===== src/rtl/usb_tx_encoder.sv =====
// Full-speed USB transmit serializer: SYNC, then LSB-first bit-stuffed NRZI payload, then EOP.
// Every bus bit is decided on the clk edge that ends the previous bit; the line outputs are registered.
module usb_tx_encoder #(
  parameter int unsigned CLKS_PER_BIT = 8,
  parameter logic [7:0]  SYNC_BYTE    = 8'h80
) (
  input  logic       clk,
  input  logic       n_rst,
  input  logic       tx_start,
  input  logic [7:0] tx_byte,
  input  logic       byte_valid,
  input  logic       byte_last,
  output logic       byte_ack,
  output logic       dplus_out,
  output logic       dminus_out,
  output logic       tx_active,
  output logic       tx_done,
  output logic       tx_error
);

  localparam int unsigned     CW        = $clog2(CLKS_PER_BIT);
  localparam logic [CW-1:0]   CNT_LAST  = CW'(CLKS_PER_BIT - 1);
  localparam logic [CW-1:0]   CNT_J_END = CW'(CLKS_PER_BIT - 2);

  typedef enum logic [2:0] {
    IDLE    = 3'd0,
    SYNC    = 3'd1,
    DATA    = 3'd2,
    EOP_SE0 = 3'd3,
    EOP_J   = 3'd4
  } state_e;

  state_e        state_q;
  logic [CW-1:0] cnt_q;
  logic [3:0]    bits_q;
  logic [7:0]    shift_q;
  logic          last_q;
  logic [2:0]    ones_q;
  logic          abort_q;
  logic          lvl_q;
  logic          dp_q;
  logic          dm_q;
  logic          ack_q;
  logic          done_q;
  logic          err_q;
  logic          active_q;

  logic          bit_end_s;
  logic          stuff_due_s;
  logic          byte_done_s;
  logic          send_bit_s;
  logic          send_lvl_d;
  logic [2:0]    ones_d;

  // NRZI: a 0 toggles the line level (1 = J), a 1 holds it.
  function automatic logic nrzi_level(input logic level, input logic bit_val);
    return bit_val ? level : ~level;
  endfunction

  // Selects the next bus bit: a pending stuff bit, the next bit of the current byte, or bit0 of a new byte.
  always_comb begin
    bit_end_s   = (cnt_q == CNT_LAST);
    stuff_due_s = (ones_q == 3'd6);
    byte_done_s = (bits_q == 4'd8);
    if (stuff_due_s) begin
      send_bit_s = 1'b0;
    end else if (!byte_done_s) begin
      send_bit_s = shift_q[bits_q[2:0]];
    end else begin
      send_bit_s = tx_byte[0];
    end
    send_lvl_d = nrzi_level(lvl_q, send_bit_s);
    ones_d     = send_bit_s ? (ones_q + 3'd1) : 3'd0;
  end

  // Packet sequencer: bit timer, stuffing, byte loading, EOP and the registered line/status outputs.
  always_ff @(posedge clk or negedge n_rst) begin
    if (!n_rst) begin
      state_q  <= IDLE;
      cnt_q    <= {CW{1'b0}};
      bits_q   <= 4'd0;
      shift_q  <= 8'h00;
      last_q   <= 1'b0;
      ones_q   <= 3'd0;
      abort_q  <= 1'b0;
      lvl_q    <= 1'b1;
      dp_q     <= 1'b1;
      dm_q     <= 1'b0;
      ack_q    <= 1'b0;
      done_q   <= 1'b0;
      err_q    <= 1'b0;
      active_q <= 1'b0;
    end else begin
      ack_q  <= 1'b0;
      done_q <= 1'b0;
      err_q  <= 1'b0;
      cnt_q  <= bit_end_s ? {CW{1'b0}} : (cnt_q + 1'b1);
      case (state_q)
        IDLE: begin
          // Parking the timer on its last count makes the next edge start SYNC bit0.
          cnt_q <= CNT_LAST;
          if (tx_start) begin
            state_q <= SYNC;
            shift_q <= SYNC_BYTE;
            bits_q  <= 4'd0;
            abort_q <= 1'b0;
          end
        end
        SYNC, DATA: begin
          active_q <= 1'b1;
          if (bit_end_s) begin
            if (stuff_due_s || !byte_done_s) begin
              lvl_q  <= send_lvl_d;
              dp_q   <= send_lvl_d;
              dm_q   <= ~send_lvl_d;
              ones_q <= ones_d;
              if (!stuff_due_s) begin
                bits_q <= bits_q + 4'd1;
              end
            end else if ((state_q == DATA) && last_q) begin
              state_q <= EOP_SE0;
              dp_q    <= 1'b0;
              dm_q    <= 1'b0;
              bits_q  <= 4'd0;
            end else if (byte_valid) begin
              state_q <= DATA;
              shift_q <= tx_byte;
              last_q  <= byte_last;
              ack_q   <= 1'b1;
              bits_q  <= 4'd1;
              lvl_q   <= send_lvl_d;
              dp_q    <= send_lvl_d;
              dm_q    <= ~send_lvl_d;
              ones_q  <= ones_d;
            end else begin
              err_q   <= 1'b1;
              abort_q <= 1'b1;
              state_q <= EOP_SE0;
              dp_q    <= 1'b0;
              dm_q    <= 1'b0;
              bits_q  <= 4'd0;
            end
          end
        end
        EOP_SE0: begin
          if (bit_end_s) begin
            if (bits_q == 4'd0) begin
              bits_q <= 4'd1;
            end else begin
              state_q <= EOP_J;
              lvl_q   <= 1'b1;
              dp_q    <= 1'b1;
              dm_q    <= 1'b0;
            end
          end
        end
        EOP_J: begin
          // Leave one clk early: the idle J completes this bit, so a new start keeps exact spacing.
          if (cnt_q == CNT_J_END) begin
            state_q  <= IDLE;
            active_q <= 1'b0;
            done_q   <= ~abort_q;
            ones_q   <= 3'd0;
          end
        end
        default: begin
          state_q  <= IDLE;
          lvl_q    <= 1'b1;
          dp_q     <= 1'b1;
          dm_q     <= 1'b0;
          ones_q   <= 3'd0;
          active_q <= 1'b0;
        end
      endcase
    end
  end

  assign byte_ack   = ack_q;
  assign dplus_out  = dp_q;
  assign dminus_out = dm_q;
  assign tx_active  = active_q;
  assign tx_done    = done_q;
  assign tx_error   = err_q;

endmodule


===== config.mk =====
export PLATFORM = sky130hd
export DESIGN_NAME = usb_tx_encoder
export DESIGN_NICKNAME = d
export VERILOG_FILES = /design/src/rtl/usb_tx_encoder.sv
export SDC_FILE = /design/constraint.sdc
export NUM_CORES = 1
export LEC_CHECK = 0
export CAP_MARGIN = 40
export CORE_ASPECT_RATIO = 1.75
export CORE_MARGIN = 10
export CORE_UTILIZATION = 56
export CTS_BUF_LIST = sky130_fd_sc_hd__clkbuf_8
export DETAILED_ROUTE_END_ITERATION = 7
export PLACE_DENSITY = 0.8
export SLEW_MARGIN = 30
export SYNTH_ARGS = -nofsm -noshare
export SYNTH_HDL_FRONTEND = slang
export SYNTH_SLANG_ARGS = --single-unit

===== constraint.sdc =====
create_clock -name clk -period 3.65 [get_ports clk]
set_clock_uncertainty 0.05 [all_clocks]
set_input_delay 0.73 -clock clk [delete_from_list [all_inputs] [get_ports clk]]
set_output_delay 0.73 -clock clk [all_outputs]
set_load 0.03 [all_outputs]

**Run 1: track usage over the die**

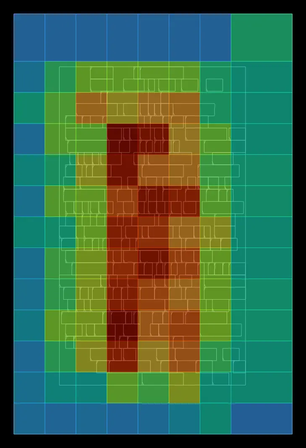
WL/cell: 16.7 um
routing usage on met2: 0.257
GRT Util Overall: 0.155
Final Util: 0.685

**Run 1: signal wires on met1**

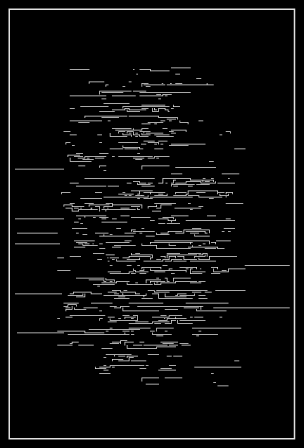
main direction: horizontal
wire length on this layer: 1510 um
longest straight run: 16.6 um
share of all routed wire: 40%

**Run 1: M2 wires**

Bar = 20 um. Cells faint in the background.
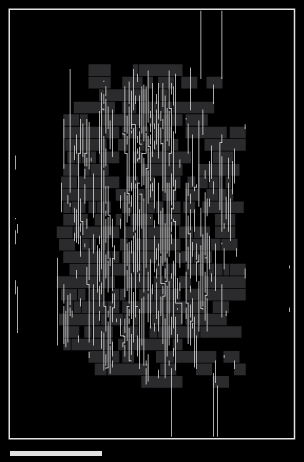
share of all routed wire: 53%
main direction: vertical
longest straight run: 38.4 um

-- run 1: metal layers --
layer / vias to the layer above / wire [um] / global-route usage
li1: 686 / - / -
met1: 699 / 1510 / 0.170
met3: 9 / 150 / 0.0393
met2: 27 / 2000 / 0.257
met4: 0 / 104 / 0.0861
met5: - / 0 / 0
-- run 1: area by class of cell --
cell class | instances | area [sq um]
Clock buffer | 6 | 82.6
Clock inverter | 2 | 8.76
Fill cell | 251 | 921
Inverter | 15 | 56.3
Multi-Input combinational cell | 124 | 868
Sequential cell | 30 | 753
Tap cell | 28 | 35.0
Timing Repair Buffer | 21 | 203
-- run 1: worst max-delay path, cell delays in order, from the launching register on --
cell	delay, ns
dfrtp_1	0.60
xor2_1	0.29
nor2b_1	0.67
buf_4	0.30
o21ai_1	0.16
nor3_1	0.28
a221o_1	0.19
-- run 1: sequential cells by signal, summed over array words and instances (netlist names), 3 cells and up --
| name | cells |
|---|---|
| shift_q | 8 |
| bits_q | 4 |
| state_q | 3 |
| cnt_q | 3 |
| ones_q | 3 |
-- run 1: metrics by stage --
step	total power [W]	instances	hold WS [ns]	utilization	area (sq um)
3_3_place_gp	0.00139	217	0.390	0.652	1910
4_1_cts	0.00171	225	0.408	0.683	2000
6_report	0.00171	226	0.410	0.685	2010
3_5_place_dp	0.00143	217	0.397	0.652	1910
5_1_grt	0.00186	226	0.425	0.685	2010
2_1_floorplan	0.00123	178	0.361	-	1720
-- run 1: kinds of logic after synthesis --
logic type | share of synthesized area
flip-flops | 0.437
buffers and inverters | 0.0581
multiplexers | 0.0480
AND/OR/NAND/NOR | 0.193
AND-OR/OR-AND | 0.207
XOR/XNOR | 0.00509
adder cells (fa/ha/maj) | 0.0509
==> ci_impl_report.md, run 1 <==
## PnR job results

| Metric | Value |
|---|---|
| Status | `finished, final reports clean` |
| Postcts setup bufs | `0` |
| Detailed Routing Iterations Pass 1 | `4` |
| Synth top cell by count | `dfrtp_1` |
| Worst Reg-to-Reg Cells | `6` |
| Commonest flop | `dfrtp_1` |
| EDFF count, synth | `0` |
| Combinational Power Share | `0.501` |
| Post-synthesis sequential area ratio | `0.438` |
| Critical path capture point type | `register` |
| Period minus WS final | `2.60 ns` |
| Max_cap viols | `0` |
| GRT overflow | `0` |
| Initial antenna violation count | `0` |
| Cell count in the Yosys report | `178` |
| Startpoint type of the worst setup path | `register` |
| Detail Route Antenna Nets | `0` |
| Largest net degree at the start of global routing | `31` |
| Final setup viols | `0` |
| Via density | `6.29` |
| Die Width | `61.9 um` |
| Rows | `26` |
| Die area | `5780 sq um` |
| Worst Hold End | `tx_done$_DFF_PN0_` |
| Setup CP Type | `register to register` |
| Final Max Tran Viols | `0` |
| Vias in the first global route | `1475` |
| Clk. pwr | `0.000273 W` |
| Final #Nets | `217` |
| Floorplan Utilization | `0.588` |
| Setup crit end | `dminus_out$_DFFE_PN0P_` |
| Area reported by Yosys stat | `1720 sq um` |
**Run 1: M3 wires**

Bar = 20 um.
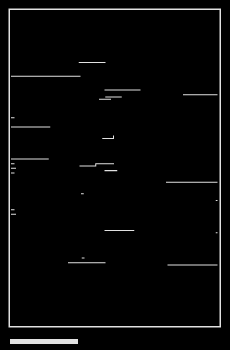

==> inputs of run 2 (changes only) <==
==> constraint.sdc (replaced) <==
create_clock -name clk -period 2.5 [get_ports clk]
set_clock_uncertainty 0.05 [all_clocks]
set_input_delay 0.5 -clock clk [delete_from_list [all_inputs] [get_ports clk]]
set_output_delay 0.5 -clock clk [all_outputs]
set_load 0.03 [all_outputs]
**Run 2: M3 wires**

Bar = 20 um.
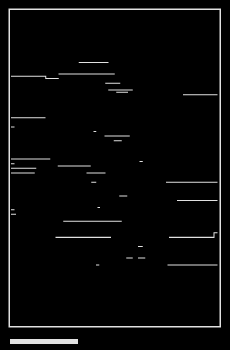
longest straight run: 17.0 um
wire length on this layer: 225 um
share of all routed wire: 5.5%
met3 Usage GRT: 0.0420
DR vias: 1458
final WL: 4.12 mm

==> ci_impl_report.md, run 2 <==
## PnR job results

| Metric | Value |
|---|---|
| Status | `finished, final reports clean` |
| Initial antenna violation count | `0` |
| Final Max Tran Viols | `0` |
| Synth top cell by count | `dfrtp_1` |
| Critical path capture point type | `register` |
| Setup CP Type | `register to register` |
| Final setup viols | `0` |
| Worst Reg-to-Reg Cells | `7` |
| Die Width | `61.9 um` |
| Period minus WS final | `2.33 ns` |
| GRT overflow | `0` |
| Die area | `5780 sq um` |
| Setup crit end | `bits_q[3]$_DFFE_PN0P_` |
| GRT Util Overall | `0.159` |
| Via density | `6.26` |
| Final #Nets | `224` |
| Routing usage on met2 | `0.275` |
| Max_cap viols | `0` |
| Slowest cell delay on critical path | `0.42 ns` |
| Startpoint type of the worst setup path | `register` |
| Worst path top cell family by delay | `AND-OR/OR-AND gates` |
| EDFF count, synth | `0` |
| Commonest flop | `dfrtp_1` |
| Vias in the first global route | `1638` |
| Largest regs | `shift_q x8, bits_q x4` |
| Max reg flops | `8` |
| Most flop-heavy register | `shift_q` |
| Crit path depth | `7` |
run 2: cell types whose count changed in the layout (fill, tap and decap cells not counted):
cell	previous run	this run
buf_4	3	10
run 2: metrics by stage:
step / cell area [sq um] / util / hold WS [ns] / std cells / total power, W
final: 2060 / 0.703 / 0.404 / 233 / 0.00263
after detailed placement: 1970 / 0.672 / 0.400 / 225 / 0.00222
after global routing: 2060 / 0.703 / 0.430 / 233 / 0.00282
after global placement: 1970 / 0.672 / 0.384 / 225 / 0.00214
after floorplan: 1720 / - / 0.154 / 178 / 0.00180
after CTS: 2060 / 0.703 / 0.411 / 233 / 0.00262
run 2: where the power goes:
part	switching [W]	total (W)	internal (W)
logic	0.000821	0.00145	0.000626
clock network	0.000179	0.000397	0.000217
registers	0.000140	0.000786	0.000646
run 2: cell type report:
cell class | instances | area, sq um
multi-input combinational | 124 | 868
fill | 232 | 868
sequential | 30 | 753
timing repair buffer | 28 | 255
clock buffer | 6 | 82.6
inverter | 15 | 56.3
tap | 28 | 35.0
clock inverter | 2 | 8.76
run 2: cells by family (layout without fill, tap and decap cells):
kind of cell               after synthesis  count (layout)  synth area share
xor gates and xnor gates                 1               1           0.00509
muxes                                    6               6            0.0480
DFF                                     30              30             0.437
and+or+nand+nor                         62              62             0.193
adders and majority gates                7               7            0.0509
buffers and inverters                   24              51            0.0581
AOI/OAI and AO/OA                       48              48             0.207
run 2: per-layer routing:
layer | routed length (um) | vias to the layer above
met1 | 1500 | 703
met5 | 0 | -
met2 | 2230 | 39
met3 | 224 | 17
li1 | - | 699
met4 | 168 | 0
run 2: worst reg2reg max path, stage by stage (launching register included):
cell and delay (ns):
dfrtp_1 0.42, inv_1 0.11, ha_1 0.19, or3b_4 0.41, mux2_4 0.28, a2111oi_4 0.39, o21ai_0 0.17, a21o_1 0.20
==> inputs of run 3 (changes only) <==
--- a/config.mk
+++ b/config.mk
@@ -11,6 +11,7 @@
 export CORE_UTILIZATION = 56
 export CTS_BUF_LIST = sky130_fd_sc_hd__clkbuf_8
 export DETAILED_ROUTE_END_ITERATION = 7
+export HOLD_SLACK_MARGIN = 0.12
 export PLACE_DENSITY = 0.8
 export SLEW_MARGIN = 30
 export SYNTH_ARGS = -nofsm -noshare
**Run 3: M2 wires**

Bar = 20 um. Cells faint in the background.
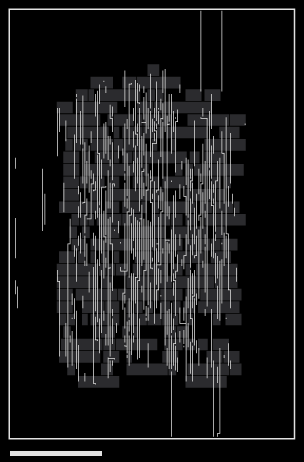
nets with wire on the layer: 197
longest straight run: 41.0 um
share of all routed wire: 54%
routing usage on met2: 0.275

==> ci_impl_report.md, run 3 <==
## PnR job results

| Metric | Value |
|---|---|
| Status | `finished, final reports clean` |
| Cell-internal power | `0.00149 W` |
| Setup CP Type | `register to register` |
| WL/cell | `17.7 um` |
| Comb pwr | `0.00145 W` |
| Post-synthesis sequential area ratio | `0.438` |
| Post-route cell area | `2060 sq um` |
| Commonest flop | `dfrtp_1` |
| Switch share | `0.434` |
| Final #Nets | `224` |
| Rows | `26` |
| Postcts setup bufs | `0` |
| Initial antenna violation count | `0` |
| Crit path depth | `7` |
| Largest net degree at the start of global routing | `31` |
| Via density | `6.26` |
| Period minus WS final | `2.33 ns` |
| Sw Pwr | `0.00114 W` |
| CP cell instances | `inv_1 -> ha_1 -> or3b_4 -> mux2_4 -> a2111oi_4 -> o21ai_0 -> a21o_1` |
| Clk network pwr share | `0.151` |
| Most flop-heavy register | `shift_q` |
| Placed Instance Area | `1970 sq um` |
| EDFF count, synth | `0` |
| GRT overflow | `0` |
| DR vias | `1458` |
| Die Width | `61.9 um` |
| Sequential Power Share | `0.299` |
| Slowest cell on the critical path | `dfrtp_1` |
| Slowest cell delay on critical path | `0.42 ns` |
| Final setup viols | `0` |
| Combinational Power Share | `0.550` |
| Synth top cell by count | `dfrtp_1` |
| Worst path top cell family by delay | `AND-OR/OR-AND gates` |
| GRT Util Overall | `0.159` |
| Top Consumer | `combinational cells` |
| Final WL | `4.12 mm` |
| Worst Reg-to-Reg Cells | `7` |
| Area reported by Yosys stat | `1720 sq um` |
| Flop area | `753 sq um` |
| Max reg flops | `8` |
| Final Max Tran Viols | `0` |
| Startpoint type of the worst setup path | `register` |
| Vias in the first global route | `1638` |
| Max_cap viols | `0` |
| Clk. pwr | `0.000397 W` |
| Detailed Routing Iterations Pass 1 | `4` |
| WP buf/inv | `1` |
| Power Total | `0.00263 W` |
| Worst Hold End | `tx_done$_DFF_PN0_` |
| Largest regs | `shift_q x8, bits_q x4` |
[run 3: cell counts after synthesis]
No cell type changed its count.
[run 3: area by class of cell]
type,count,area share
Sequential cell,30,0.366
Multi-Input combinational cell,124,0.422
Clock inverter,2,0.00425
Clock buffer,6,0.0401
Timing Repair Buffer,28,0.124
Inverter,15,0.0273
Tap cell,28,0.0170
[run 3: through the flow]
stage | std cells | setup slack [ns] | utilization
5_1_grt | 233 | 0.0480 | 0.703
2_1_floorplan | 178 | 0.140 | -
3_3_place_gp | 225 | 0.238 | 0.672
4_1_cts | 233 | 0.115 | 0.703
3_5_place_dp | 225 | 0.142 | 0.672
6_report | 233 | 0.172 | 0.703
[run 3: how the worst max path moves through the flow]
| stage | slack (ns) | end |
|---|---|---|
| final | 0.17 | bits_q[3]$_DFFE_PN0P_ |
| after CTS | 0.12 | bits_q[3]$_DFFE_PN0P_ |
| after global placement | 0.24 | bits_q[2]$_DFFE_PN0P_ |
| after floorplan | 0.14 | bits_q[2]$_DFFE_PN0P_ |
| after global routing | 0.05 | bits_q[3]$_DFFE_PN0P_ |
| after detailed placement | 0.14 | bits_q[3]$_DFFE_PN0P_ |
[run 3: logic make-up after synthesis]
logic type / count (synthesis) / synth area share
AND-OR/OR-AND: 48 / 0.207
XOR/XNOR: 1 / 0.00509
adder cells (fa/ha/maj): 7 / 0.0509
buffers and inverters: 24 / 0.0581
flip-flops: 30 / 0.437
multiplexers: 6 / 0.0480
AND/OR/NAND/NOR: 62 / 0.193
[run 3: per-layer routing]
layer,share of wire,global-route usage
met1,0.36,0.156
met2,0.54,0.275
met3,0.054,0.0420
met4,0.041,0.103
met5,0,0
Power is estimated from default activity; no workload was simulated.
